==> run_1/util_map.png <==
(1.5 px per um) 17 x 17 tiles, from dark purple (low) to yellow (high), 0 to 100% covered.
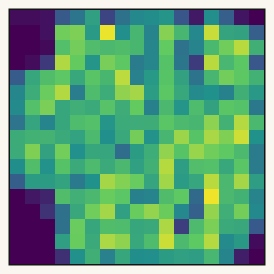
==> run_1/gates.png <==
(3 px per um)
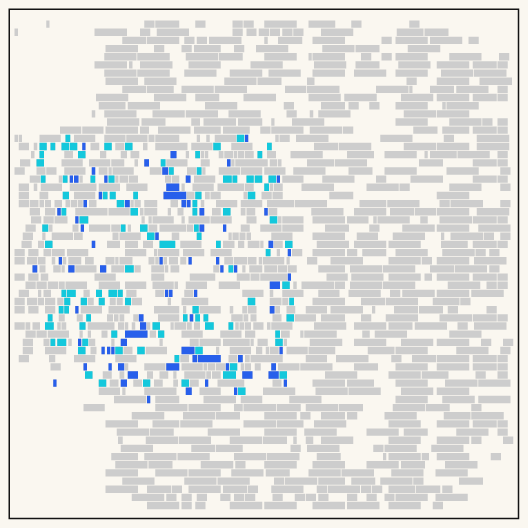
==> run_1/clock_nets.png <==
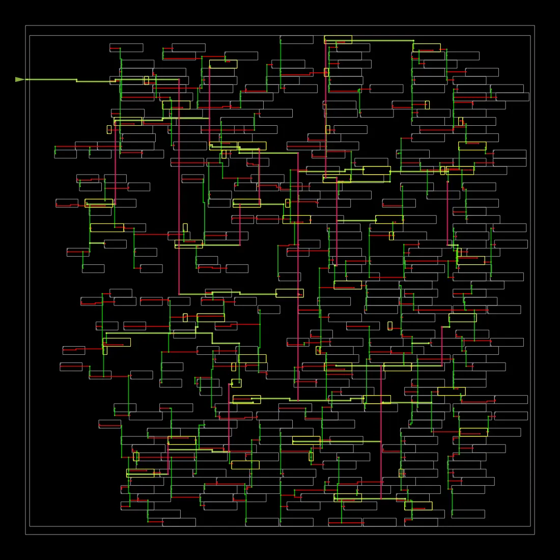
[src/rtl/riscv_ifq_pkg.sv]
// Shared constants for the instruction fetch queue: PC step, alignment, reset PC.
package riscv_ifq_pkg;

  // Bytes per instruction word; also the sequential PC increment.
  localparam int ILEN_BYTES = 4;

  // Low address bits that must be zero for an aligned instruction fetch.
  localparam int ALIGN_LSBS = 2;

  // Default first fetch address after reset.
  localparam int unsigned RESET_PC_DEFAULT = 32'h0000_0000;

endpackage

[src/rtl/riscv_fifo.sv]
// Synchronous FIFO with flush. Storage is not reset; only pointers and count are.
module riscv_fifo #(
  parameter int WIDTH = 64,
  parameter int DEPTH = 4
) (
  input  logic                     clk,
  input  logic                     rst,
  input  logic                     flush,
  input  logic                     push,
  input  logic [WIDTH-1:0]         wdata,
  input  logic                     pop,
  output logic [WIDTH-1:0]         rdata,
  output logic                     full,
  output logic                     empty,
  output logic [$clog2(DEPTH):0]   count
);

  localparam int AW = $clog2(DEPTH);
  localparam int CW = AW + 1;

  logic [WIDTH-1:0] mem [DEPTH];
  logic [AW-1:0]    wr_ptr;
  logic [AW-1:0]    rd_ptr;
  logic             do_push;
  logic             do_pop;

  assign full    = (count == CW'(DEPTH));
  assign empty   = (count == '0);
  assign do_push = push && !full;
  assign do_pop  = pop && !empty;
  assign rdata   = mem[rd_ptr];

  // Pointer and occupancy bookkeeping; flush empties the queue in one edge.
  always_ff @(posedge clk) begin
    if (rst || flush) begin
      wr_ptr <= '0;
      rd_ptr <= '0;
      count  <= '0;
    end else begin
      if (do_push) wr_ptr <= wr_ptr + AW'(1);
      if (do_pop)  rd_ptr <= rd_ptr + AW'(1);
      count <= count + CW'(do_push) - CW'(do_pop);
    end
  end

  // Entry storage write.
  always_ff @(posedge clk) begin
    if (do_push && !flush) mem[wr_ptr] <= wdata;
  end

endmodule

[src/rtl/riscv_ifq.sv]
// Instruction fetch queue: issues sequential word fetches, tracks in-flight
// requests, buffers returned words with their PCs and drops stale responses
// after a redirect. Optional zero-latency bypass: RISCV_IFQ_BYPASS_EN.
module riscv_ifq
  import riscv_ifq_pkg::*;
#(
  parameter int              XLEN     = 32,
  parameter int              DEPTH    = 4,
  parameter logic [XLEN-1:0] RESET_PC = XLEN'(RESET_PC_DEFAULT)
) (
  input  logic            clk,
  input  logic            rst,
  input  logic            redirect,
  input  logic [XLEN-1:0] redirect_pc,
  output logic            imem_req,
  output logic [XLEN-1:0] imem_addr,
  input  logic            imem_gnt,
  input  logic            imem_rvalid,
  input  logic [XLEN-1:0] imem_rdata,
  output logic            inst_valid,
  output logic [XLEN-1:0] inst,
  output logic [XLEN-1:0] inst_pc,
  input  logic            inst_ready
);

  localparam int              CW         = $clog2(DEPTH) + 1;
  localparam logic [CW:0]     DEPTH_C    = (CW + 1)'(DEPTH);
  localparam logic [XLEN-1:0] PC_STEP    = XLEN'(ILEN_BYTES);
  localparam logic [XLEN-1:0] ALIGN_MASK = ~XLEN'((1 << ALIGN_LSBS) - 1);

  logic [XLEN-1:0]   fetch_pc;
  logic [XLEN-1:0]   resp_pc;
  logic [XLEN-1:0]   target_pc;
  logic [CW-1:0]     outstanding;
  logic [CW-1:0]     discard;
  logic [CW-1:0]     occupancy;
  logic              credit;
  logic              grant;
  logic              resp_keep;
  logic              fifo_push;
  logic              fifo_pop;
  logic              fifo_full;
  logic              fifo_empty;
  logic [2*XLEN-1:0] fifo_rdata;

  assign target_pc = redirect_pc & ALIGN_MASK;
  // In-flight plus buffered words never exceed DEPTH, so a full FIFO cannot overflow.
  assign credit    = ({1'b0, outstanding} + {1'b0, occupancy}) < DEPTH_C;
  assign imem_req  = credit && !redirect && !rst;
  assign imem_addr = fetch_pc;
  assign grant     = imem_req && imem_gnt;
  // A response is kept only when no stale responses remain and no redirect kills it.
  assign resp_keep = imem_rvalid && (discard == '0) && !redirect;

  // Consumer-side view and FIFO push/pop steering.
  always_comb begin
    fifo_pop = !fifo_empty && inst_ready && !redirect;
`ifdef RISCV_IFQ_BYPASS_EN
    if (fifo_empty && resp_keep) begin
      inst_valid = 1'b1;
      inst       = imem_rdata;
      inst_pc    = resp_pc;
      fifo_push  = !inst_ready;
    end else begin
      inst_valid = !fifo_empty;
      inst       = fifo_rdata[XLEN-1:0];
      inst_pc    = fifo_rdata[2*XLEN-1:XLEN];
      fifo_push  = resp_keep;
    end
`else
    inst_valid = !fifo_empty;
    inst       = fifo_rdata[XLEN-1:0];
    inst_pc    = fifo_rdata[2*XLEN-1:XLEN];
    fifo_push  = resp_keep;
`endif
  end

  // PC registers and in-flight / stale-response counters.
  always_ff @(posedge clk) begin
    if (rst) begin
      fetch_pc    <= RESET_PC;
      resp_pc     <= RESET_PC;
      outstanding <= '0;
      discard     <= '0;
    end else begin
      outstanding <= outstanding + CW'(grant) - CW'(imem_rvalid);
      if (redirect) begin
        fetch_pc <= target_pc;
        resp_pc  <= target_pc;
        // Everything still in flight is stale; a same-cycle response is dropped now.
        discard  <= outstanding - CW'(imem_rvalid);
      end else begin
        if (grant)     fetch_pc <= fetch_pc + PC_STEP;
        if (resp_keep) resp_pc  <= resp_pc + PC_STEP;
        if (imem_rvalid && (discard != '0)) discard <= discard - CW'(1);
      end
    end
  end

  riscv_fifo #(
    .WIDTH (2 * XLEN),
    .DEPTH (DEPTH)
  ) u_fifo (
    .clk   (clk),
    .rst   (rst),
    .flush (redirect),
    .push  (fifo_push),
    .wdata ({resp_pc, imem_rdata}),
    .pop   (fifo_pop),
    .rdata (fifo_rdata),
    .full  (fifo_full),
    .empty (fifo_empty),
    .count (occupancy)
  );

`ifndef SYNTHESIS
  // Protocol checks: responses only for granted requests, never a push into a full FIFO.
  always_ff @(posedge clk) begin
    if (!rst) begin
      assert (!(imem_rvalid && (outstanding == '0)));
      assert (!(fifo_push && fifo_full));
    end
  end
`endif

endmodule

[config.mk]
export PLATFORM = sky130hd
export DESIGN_NAME = riscv_ifq
export DESIGN_NICKNAME = d
export VERILOG_FILES = /design/src/rtl/riscv_ifq_pkg.sv /design/src/rtl/riscv_fifo.sv /design/src/rtl/riscv_ifq.sv
export SDC_FILE = /design/constraint.sdc
export NUM_CORES = 1
export LEC_CHECK = 0
export CAP_MARGIN = 20
export CORE_UTILIZATION = 47
export CTS_BUF_LIST = sky130_fd_sc_hd__clkbuf_16
export DETAILED_ROUTE_END_ITERATION = 10
export PLACE_DENSITY = 0.7
export SYNTH_ARGS = -nofsm -noshare
export SYNTH_HDL_FRONTEND = slang
export SYNTH_SLANG_ARGS = --single-unit
[constraint.sdc]
create_clock -name clk -period 3.5 [get_ports clk]
set_clock_uncertainty 0.1 [all_clocks]
set_input_delay 0.525 -clock clk [delete_from_list [all_inputs] [get_ports clk]]
set_output_delay 0.525 -clock clk [all_outputs]
set_load 0.02 [all_outputs]
==> impl_metrics.csv, run 1 <==
group,metric,value,unit
synthesis,synth-edff-count,248,
critical_path,path_max_fanout,22,
critical_path,arrival,2.63,ns
placed_design,placed_cells,1348,
synthesis,ys_cells,831,
cells_and_area,seq_share,54.7,%
synthesis,ys_seq_share,68.1,%
floorplanning,die-area,0.0286,sq mm
placed_design,dp_slack,0.324,ns
clock_network,cts_resized,0,
cells_and_area,n_fill_cell,2095,
timing,slew_violations,0,
power_and_ir_drop,p_seq,4.38,mW
route,post_drt_via_cell_ratio,5.53,
critical_path,cp.required,2.87,ns
cells_and_area,buffers,186,
timing,rsz0062_at_grt,"no",
status,outcome,"finished clean",
power_and_ir_drop,swShare,22.3,%
cells_and_area,clock_area_share,6.06,%
power_and_ir_drop,maxPowerGroup,"sequential cells",
synthesis,top_cell,"edfxtp_1",
synthesis,synth_cell_type_count,55,
route,routed_wirelength,28300,um
synthesis,ys_dominant_reg_cell,"edfxtp_1",
route,wire_per_inst,20.1,um
cells_and_area,mostFrequentLayoutCells,"edfxtp_1, clkdlybuf4s50_1, dfxtp_1",
timing,finalSetupViolCount,0,
power_and_ir_drop,comb_cell_power,751,uW
clock_network,numCtsBuffers,34,
placed_design,place.gp.congestion,0.796,
power_and_ir_drop,power_frac_comb,9.0,%
synthesis,largest_area_cell,"edfxtp_1",
min_path,hold_depth,2,
route,dr.max_layer_used,"met4",
critical_path,worst-setup-path-type,"reg2out",
floorplanning,num_io_pins,168,
power_and_ir_drop,internal_power,6.50,mW
power_and_ir_drop,p_clk,3.24,mW
cells_and_area,layout-drive-gt1-share,15.0,%
route,drtPass1Iterations,7,
cells_and_area,instances_no_fill,1405,
critical_path,worst-r2r-setup-slack,0.78,ns
timing,fmax,307,MHz
critical_path,rr_worst_depth,10,
placed_design,io_buffers,161,
critical_path,crit_cells,3,
cells_and_area,syn2layout_area_growth,24.4,%
cells_and_area,diodes,0,
Back to the opening pictures, util_map.png:
tiles over 75% full = 20%
nearly empty tiles = 6.6%
fullest tile = 98%
Final Util: 60.2%
Floorplan Utilization: 48.4%
Core Region: 0.0272 sq mm

Back to the opening pictures, gates.png:
cyan -> aoi and oai cells  # cells 101
blue -> nor cells  # cells 76

Back to the opening pictures, clock_nets.png:
seq_cells: 323
clock latency on the worst-skew pair: 0.51 ns

==> run_1/port_trees.png <==
(2 px per um)
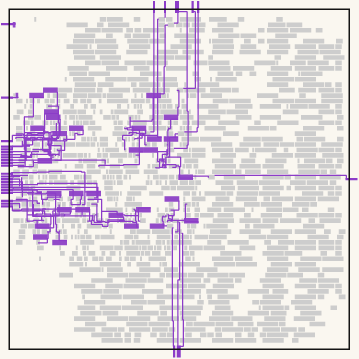

## Run 2: what changed since run 1
- CORE_UTILIZATION: 47 -> 40
- PLACE_DENSITY: 0.7 -> unset
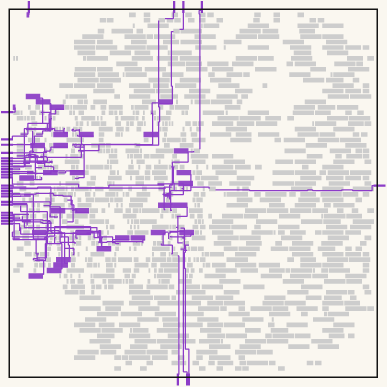
(run_2/port_trees.png)
(2 px per um)
purple -> imem_addr  # bits 32, direction output, edge 24 left, 4 top, 3 bottom, 1 right, end cells 32, wire 2,310 um

==> impl_metrics.csv, run 2 <==
group,metric,value,unit
synthesis,ys_dominant_reg_cell,"edfxtp_1",
floorplanning,die-area,0.0336,sq mm
cells_and_area,finalCoreUtilization,50.8,%
global_route,grt_overflow,0,
critical_path,path_max_fanout,27,
cells_and_area,seq_cells,323,
synthesis,ys_seq_share,68.1,%
critical_path,cp.required,2.87,ns
cells_and_area,mostFrequentLayoutCells,"edfxtp_1, clkdlybuf4s50_1, dfxtp_1",
power_and_ir_drop,swShare,22.3,%
cells_and_area,n_fill_cell,2728,
timing,slew_violations,0,
critical_path,rr_worst_depth,10,
placed_design,placed_cells,1411,
clock_network,clk_latency,0.52,ns
floorplanning,coreArea,0.0325,sq mm
cells_and_area,syn2layout_area_growth,25.3,%
timing,rsz0062_at_grt,"no",
min_path,hold_depth,0,
timing,finalSetupViolCount,0,
floorplanning,initial_utilization,40.5,%
critical_path,crit_cells,3,
placed_design,dp_slack,0.505,ns
cells_and_area,diodes,0,
critical_path,worst-r2r-setup-slack,0.79,ns
floorplanning,num_io_pins,168,
power_and_ir_drop,maxPowerGroup,"sequential cells",
placed_design,place.gp.congestion,0.782,
route,routed_wirelength,28600,um
cells_and_area,instances_no_fill,1475,
synthesis,synth_cell_type_count,55,
route,drtPass1Iterations,4,
route,wire_per_inst,19.4,um
power_and_ir_drop,internal_power,6.76,mW
power_and_ir_drop,comb_cell_power,746,uW
critical_path,arrival,2.55,ns
route,dr.max_layer_used,"met4",
clock_network,numCtsBuffers,36,
synthesis,top_cell,"edfxtp_1",
route,post_drt_via_cell_ratio,5.23,
synthesis,largest_area_cell,"edfxtp_1",
cells_and_area,clock_area_share,6.83,%
synthesis,synth-edff-count,248,
status,outcome,"finished clean",
cells_and_area,seq_share,54.4,%
placed_design,io_buffers,161,
power_and_ir_drop,p_clk,3.59,mW
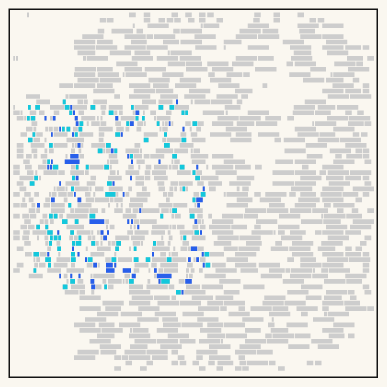
(run_2/gates.png)
(2 px per um)
Comb area share: 23.8%
Commonest Layout Cell: edfxtp_1

==> run_2/clock_nets.png <==
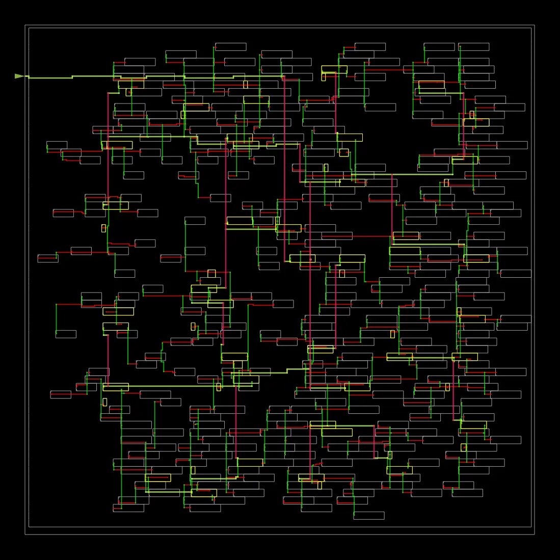

## Run 3: what changed since run 2
- CTS_BUF_LIST: sky130_fd_sc_hd__clkbuf_16 -> unset
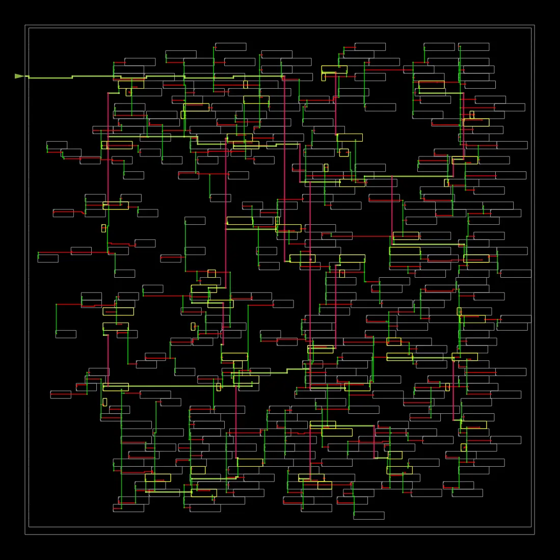
(run_3/clock_nets.png)
clock latency on the worst-skew pair: 0.52 ns
clk pwr: 3.70 mW
CTS Sinks: 323
CLK BUF: 51

==> impl_metrics.csv, run 3 <==
group,metric,value,unit
global_route,grt_overflow,0,
power_and_ir_drop,internal_power,6.88,mW
critical_path,worst-r2r-setup-slack,0.79,ns
critical_path,cp-endpoint,"inst_pc[19]",
cells_and_area,n_fill_cell,2725,
placed_design,dp_slack,0.505,ns
cells_and_area,comb_share,23.7,%
route,dr.max_layer_used,"met4",
status,outcome,"finished clean",
synthesis,synth_cell_type_count,55,
power_and_ir_drop,comb_cell_power,747,uW
timing,slew_violations,0,
synthesis,synth-edff-count,248,
synthesis,ys_seq_share,68.1,%
placed_design,placed_cells,1411,
timing,fmax,315,MHz
cells_and_area,buffers,179,
cells_and_area,nets,1095,
floorplanning,die-area,0.0336,sq mm
power_and_ir_drop,power_frac_comb,8.5,%
critical_path,rr_worst_depth,10,
placed_design,place.gp.congestion,0.782,
critical_path,arrival,2.55,ns
route,wire_per_inst,19.4,um
cells_and_area,mostFrequentLayoutCells,"edfxtp_1, clkdlybuf4s50_1, dfxtp_1",
synthesis,ys_dominant_reg_cell,"edfxtp_1",
critical_path,timing.rr.start,"u_fifo.count[1]",
timing,rsz0062_at_grt,"no",
critical_path,crit_cells,3,
synthesis,top_cell,"edfxtp_1",
route,post_drt_via_cell_ratio,5.21,
critical_path,critical_path.max_stage_delay,0.61,ns
cells_and_area,seq_cells,323,
synthesis,ys_cells,831,
power_and_ir_drop,swShare,22.1,%
power_and_ir_drop,p_seq,4.38,mW
timing,finalSetupViolCount,0,
clock_network,cts_resized,0,
power_and_ir_drop,maxPowerGroup,"sequential cells",
route,drtPass1Iterations,5,
floorplanning,initial_utilization,40.5,%
cells_and_area,diodes,0,
clock_network,numCtsBuffers,36,
cells_and_area,seq_share,54.2,%
cells_and_area,instances_no_fill,1475,
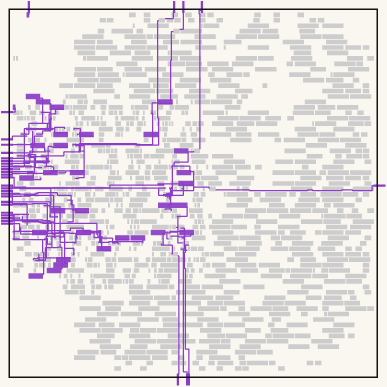
(run_3/port_trees.png)
(2 px per um)
IO Pins: 168
I/O Buffers: 161

Power figures rest on the tool's default switching activity, not on a simulated workload.
